Figure 1. Clock nets.
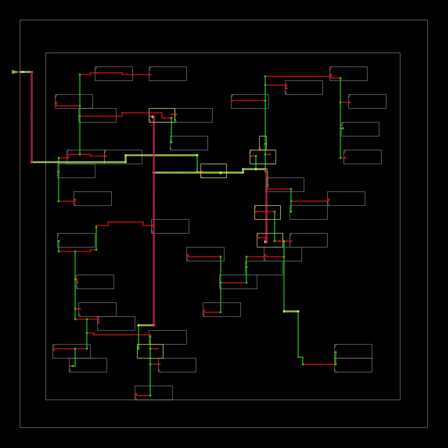
Figure 2. Routed clock nets over the placement.
The bar under the picture is 20 um long.
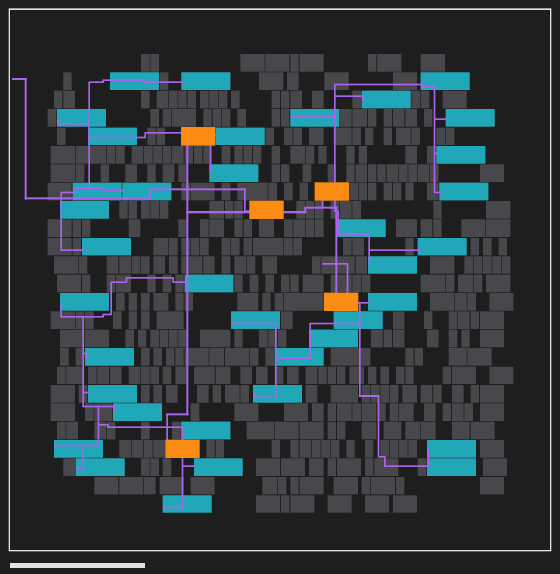
Figure 3. Gate-type map.
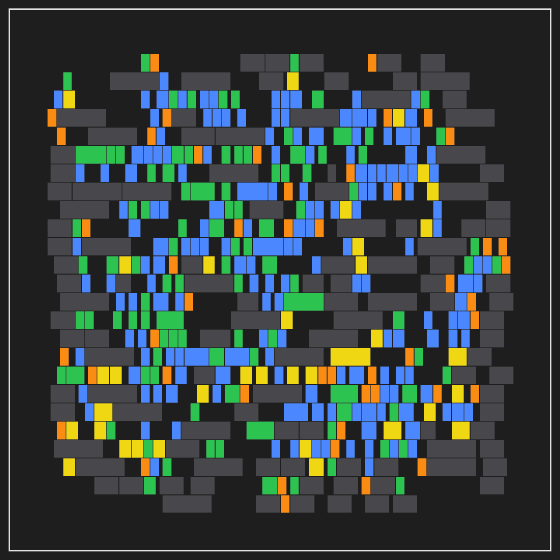
Figure 4. Sequential cells grouped by signal name.
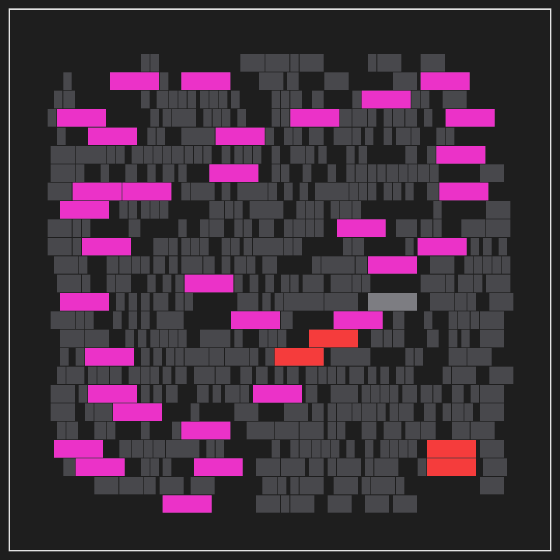
File: config.mk
export PLATFORM = sky130hd
export DESIGN_NAME = multicycle_control
export DESIGN_NICKNAME = d
export VERILOG_FILES = /design/src/rtl/multicycle_control.sv
export SDC_FILE = /design/constraint.sdc
export NUM_CORES = 1
export LEC_CHECK = 0
export ABC_AREA = 1
export CAP_MARGIN = 10
export CORE_MARGIN = 5
export CORE_UTILIZATION = 50
export DETAILED_ROUTE_END_ITERATION = 12
export PLACE_DENSITY_LB_ADDON = 0.12
export SLEW_MARGIN = 20
export SYNTH_ARGS = -nofsm -noshare
export SYNTH_HDL_FRONTEND = slang
export SYNTH_SLANG_ARGS = --single-unit
File: constraint.sdc
create_clock -name clk -period 4.75 [get_ports clk]
set_clock_uncertainty 0.2 [all_clocks]
set_input_delay 0.7125 -clock clk [delete_from_list [all_inputs] [get_ports clk]]
set_output_delay 0.7125 -clock clk [all_outputs]
set_load 0.01 [all_outputs]
File: src/rtl/multicycle_control.sv
// Main control FSM for the multicycle MIPS datapath: sequences fetch/decode/execute/
// memory/writeback, drives datapath enables, and tracks retired and illegal instructions.
//
// state     | meaning
// ----------+-----------------------------------------------
// FETCH     | read instruction at PC, PC <= PC+4 on mem_ready
// DECODE    | read registers, precompute branch target
// MEM_ADDR  | ALU computes A + sign-extended offset
// MEM_READ  | load data from ALUOut address, waits on mem_ready
// MEM_WB    | write MDR to rt
// MEM_WRITE | store B to ALUOut address, waits on mem_ready
// R_EXEC    | ALU operates on A, B under Funct
// R_WB      | write ALUOut to rd
// BRANCH    | A - B, PC <= target if Zero
// JUMP      | PC <= jump target
// I_EXEC    | ALU operates on A and immediate
// I_WB      | write ALUOut to rt
module multicycle_control #(
    parameter int CNT_WIDTH = 32
) (
    input  logic                 clk,
    input  logic                 reset,
    input  logic [5:0]           Op,
    input  logic                 mem_ready,
    output logic                 PCWrite,
    output logic                 PCWriteCond,
    output logic                 IorD,
    output logic                 MemRead,
    output logic                 MemWrite,
    output logic                 MemtoReg,
    output logic                 IRWrite,
    output logic [1:0]           PCSource,
    output logic [1:0]           ALUOp,
    output logic                 ALUSrcA,
    output logic [1:0]           ALUSrcB,
    output logic                 RegWrite,
    output logic                 RegDst,
    output logic [3:0]           state,
    output logic                 illegal_op,
    output logic [CNT_WIDTH-1:0] retired
);

    typedef enum logic [3:0] {
        FETCH     = 4'd0,
        DECODE    = 4'd1,
        MEM_ADDR  = 4'd2,
        MEM_READ  = 4'd3,
        MEM_WB    = 4'd4,
        MEM_WRITE = 4'd5,
        R_EXEC    = 4'd6,
        R_WB      = 4'd7,
        BRANCH    = 4'd8,
        JUMP      = 4'd9,
        I_EXEC    = 4'd10,
        I_WB      = 4'd11
    } state_t;

    localparam logic [5:0] OP_RTYPE = 6'h00;
    localparam logic [5:0] OP_J     = 6'h02;
    localparam logic [5:0] OP_BEQ   = 6'h04;
    localparam logic [5:0] OP_ADDI  = 6'h08;
    localparam logic [5:0] OP_ANDI  = 6'h0C;
    localparam logic [5:0] OP_LW    = 6'h23;
    localparam logic [5:0] OP_SW    = 6'h2B;

    localparam logic [CNT_WIDTH-1:0] CNT_ONE = CNT_WIDTH'(1);

    state_t cur;

    assign state = cur;

    always_ff @(posedge clk) begin
        if (reset) begin
            cur        <= FETCH;
            illegal_op <= 1'b0;
            retired    <= '0;
        end else begin
            illegal_op <= 1'b0;
            case (cur)
                FETCH:     if (mem_ready) cur <= DECODE;
                DECODE: begin
                    case (Op)
                        OP_RTYPE:       cur <= R_EXEC;
                        OP_LW, OP_SW:   cur <= MEM_ADDR;
                        OP_BEQ:         cur <= BRANCH;
                        OP_J:           cur <= JUMP;
                        OP_ADDI, OP_ANDI: cur <= I_EXEC;
                        default: begin
                            cur        <= FETCH;
                            illegal_op <= 1'b1;
                        end
                    endcase
                end
                MEM_ADDR:  cur <= (Op == OP_LW) ? MEM_READ : MEM_WRITE;
                MEM_READ:  if (mem_ready) cur <= MEM_WB;
                MEM_WRITE: begin
                    if (mem_ready) begin
                        cur     <= FETCH;
                        retired <= retired + CNT_ONE;
                    end
                end
                R_EXEC:    cur <= R_WB;
                I_EXEC:    cur <= I_WB;
                MEM_WB, R_WB, BRANCH, JUMP, I_WB: begin
                    cur     <= FETCH;
                    retired <= retired + CNT_ONE;
                end
                default:   cur <= FETCH;
            endcase
        end
    end

    // Control decode; anything not set for a state stays 0, including unused codes.
    always_comb begin
        PCWrite     = 1'b0;
        PCWriteCond = 1'b0;
        IorD        = 1'b0;
        MemRead     = 1'b0;
        MemWrite    = 1'b0;
        MemtoReg    = 1'b0;
        IRWrite     = 1'b0;
        PCSource    = 2'b00;
        ALUOp       = 2'b00;
        ALUSrcA     = 1'b0;
        ALUSrcB     = 2'b00;
        RegWrite    = 1'b0;
        RegDst      = 1'b0;
        case (cur)
            FETCH: begin
                MemRead = 1'b1;
                ALUSrcB = 2'b01;
                PCWrite = mem_ready;
                IRWrite = mem_ready;
            end
            DECODE:    ALUSrcB = 2'b11;
            MEM_ADDR: begin
                ALUSrcA = 1'b1;
                ALUSrcB = 2'b10;
            end
            MEM_READ: begin
                MemRead = 1'b1;
                IorD    = 1'b1;
            end
            MEM_WB: begin
                RegWrite = 1'b1;
                MemtoReg = 1'b1;
            end
            MEM_WRITE: begin
                MemWrite = 1'b1;
                IorD     = 1'b1;
            end
            R_EXEC: begin
                ALUSrcA = 1'b1;
                ALUOp   = 2'b10;
            end
            R_WB: begin
                RegWrite = 1'b1;
                RegDst   = 1'b1;
            end
            BRANCH: begin
                ALUSrcA     = 1'b1;
                ALUOp       = 2'b11;
                PCWriteCond = 1'b1;
                PCSource    = 2'b01;
            end
            JUMP: begin
                PCWrite  = 1'b1;
                PCSource = 2'b10;
            end
            I_EXEC: begin
                ALUSrcA = 1'b1;
                ALUSrcB = 2'b10;
                ALUOp   = (Op == OP_ANDI) ? 2'b01 : 2'b00;
            end
            I_WB:      RegWrite = 1'b1;
            default: ;
        endcase
    end

endmodule
==> reports/metrics.cfg <==
[status]
run_status=complete, no violations

[floorplan]
initCoreUtil_pct=51.7
core_area_sq_um=4720
die-height_um=79.9
design.portCount=62
area_of_the_die_sq_um=6380

[grt]
grt_first_pass_wirelength_mm=11.6
grt.total_usage_pct=22.4
grt-ovfl-total=0

[setup_path]
critical-path-max-stage-delay_ns=0.58
crit_arrival_ns=2.36
worstReg2RegStart=state[3]
crit_family=buffers and inverters
critical_path.startpoint_type=primary input
critPathLaunch=Op[0]
path_buffers=3
timing.critical_path.fanout_max=3

[finish]
layout_cells_sized_above_1_pct=7.49
sequential_cell_area_sq_um=741
finish.net_count=477

[synthesis]
synth_stat.cells=407
instance_tally_after_logic_synthesis=407
ys_async_sr_fraction_pct=0
synth_nets=417
edf_count=0
synth.yosys.chip_area_sq_um=2440
syn-cell-area_sq_um=2440
dominantRegCellSynth=dfxtp_1

[drt]
via_count=2730
detail-route-antenna-nets=0
drcViolationCount=0
detail_route.wirelength_mm=6.72
drt_pass1_iterations=4

[pwr]
static-leakage-power_nw=1.21
power_report.internal_total_mw=0.455
power-top-group=sequential cells
p_sw_share_pct=24.6
switching_power_mw=0.148
power.share.sequential_pct=52.2
combinational_power_mw=0.0620
peakVddDrop_mv=0.187
cellPowerDensity_nw_per_um2=190
comb_power_share_pct=10.3

[final_timing]
layout_setup_ws_ns=1.47
final.min_clock_period_ns=3.28
setup_viol_count_final=0
maxSlewViolCount=0
slew_headroom_pct=51.1
tightestPinTransition_ns=0.731
rsz0062_at_grt=no
setup_tns_ns=0
fmax_mhz=305

[hold_path]
holdCritPathClass=reg -> reg

[placement]
gp_routability_congestion=0.869
hpwlAfterDp_mm=5.26

[clock_tree]
clock_pin_transition_on_the_worst_setup_and_hold_timing_paths_ns=0.07
cts_root_buf=clkbuf_8
cts.htree.levels=2
cts_tree=yes
postCtsResizedCells=0
post_cts_buffers=0

Back to the opening pictures, Figure 1:
CTS buffer count: 5
sink count of the clock tree: 37
clock latency on the worst-skew pair: 0.29 ns
tally of clock buffers in the finished layout: 7
layout sequential cell count: 37

Back to the opening pictures, Figure 2:
[orange] clock drivers | count: 5
[cyan] flip-flops | count: 37
[purple] clock wires | length: 502 um
routed clock nets: 6
Clock net power: 0.226 mW
relative contribution of the clock network to total power: 37.5%

Back to the opening pictures, Figure 3:
[orange] inv cells | cells: 47 | where: widely spread
[green] nor cells | cells: 100
[yellow] aoi and oai cells | cells: 35
[blue] nand cells | cells: 171
proportion of cell area occupied by multi-input gates: 46.6%
final non-filler cell total: 534
leading cell type in the layout, fill and taps excluded: nand2_1

Back to the opening pictures, Figure 4:
[magenta] retired | placed flops: 32 | where: widely spread
[red] state | placed flops: 4
not coloured: 1

==> cell usage after synthesis, types with 2 or more instances <==
master | instances | area share (%)
clkbuf_1 | 4 | 0.61
nand4_2 | 2 | 1.0
a21oi_1 | 19 | 3.9
o21bai_1 | 2 | 0.61
nor3_1 | 6 | 1.2
o21ai_0 | 8 | 1.6
buf_4 | 2 | 0.61
nand2_2 | 4 | 1.0
nand4_1 | 9 | 2.3
nor3b_1 | 2 | 0.61
dfxtp_1 | 37 | 30
inv_2 | 5 | 0.77
nand3_2 | 3 | 1.2
inv_1 | 42 | 6.5
nand2_1 | 129 | 20
xor2_1 | 5 | 1.8
o21ai_1 | 2 | 0.41
nor2_2 | 8 | 2.0
nor2_1 | 77 | 12
nor2_4 | 3 | 1.4
nand3_1 | 24 | 4.9
==> logic make-up after synthesis <==
family                     after synthesis  synth area share, %
xor gates and xnor gates                 6                 2.15
buffers and inverters                   55                 9.12
and+or+nand+nor                        273                 49.8
AOI/OAI and AO/OA                       35                 8.09
adders and majority gates                1                0.512
DFF                                     37                 30.3
==> through the flow <==
step	hold slack, ns	cell area (sq um)	instances	util, %
final	0.299	3180	534	67.3
after global routing	0.342	3180	534	67.3
after CTS	0.307	3180	534	67.3
after detailed placement	0.297	3090	527	65.4
after global placement	0.289	3090	527	65.4
after floorplan	0.296	2440	407	-
==> final cells by class <==
cell class | count | area share [%]
multi-input cells | 315 | 46.6
flip-flops and latches | 37 | 23.3
repair buffers | 61 | 19.2
inverters | 47 | 5.55
clock buffers | 7 | 2.72
well taps | 67 | 2.64
==> worst register-to-register path, delay by kind of cell, from the launching register on <==
family / cells / cell delay, ns
DFF: 1 / 0.37
and+or+nand+nor: 7 / 1.23
AOI/OAI and AO/OA: 1 / 0.08
buffers and inverters: 1 / 0.07
==> placed cells by master, fill, tap and decap left out, drive strengths merged <==
| cell type | synthesis | layout |
|---|---|---|
| o21bai | 2 | 2 |
| clkdlybuf4s50 | 0 | 61 |
| and3 | 1 | 1 |
| inv | 47 | 47 |
| nand4 | 11 | 11 |
| ha | 1 | 1 |
| clkbuf | 4 | 7 |
| nor3 | 8 | 8 |
| or2 | 1 | 1 |
| nor4 | 1 | 1 |
| a21oi | 20 | 20 |
| nor2 | 88 | 88 |
| o211ai | 1 | 1 |
| o22ai | 1 | 1 |
| dfxtp | 37 | 37 |
| nand3 | 27 | 27 |
| nor3b | 3 | 3 |
| xnor2 | 1 | 1 |
| xor2 | 5 | 5 |
| nand2 | 133 | 133 |
| o31ai | 1 | 1 |
| o21ai | 10 | 10 |
==> state kept, by name, indices dropped and copies added, names as in the netlist <==
register    flops
state           4
retired        32
illegal_op      1
==> layer usage <==
layer,global-route usage (%),up-vias,share of wire (%)
li1,-,1408,-
met1,28.0,1218,45
met2,37.8,92,46
met3,4.40,12,7.5
met4,7.94,0,1.5
met5,0,-,0
==> worst paths after layout <==
path            endpoint  depth (start not counted)  slack [ns]
max             ALUOp[0]                          7        1.47
min          retired[31]                          2        0.30
max reg2reg   retired[6]                          9        2.76
min reg2reg  retired[31]                          2        0.30
No activity file was given, so power comes from the tool's default toggle rates.
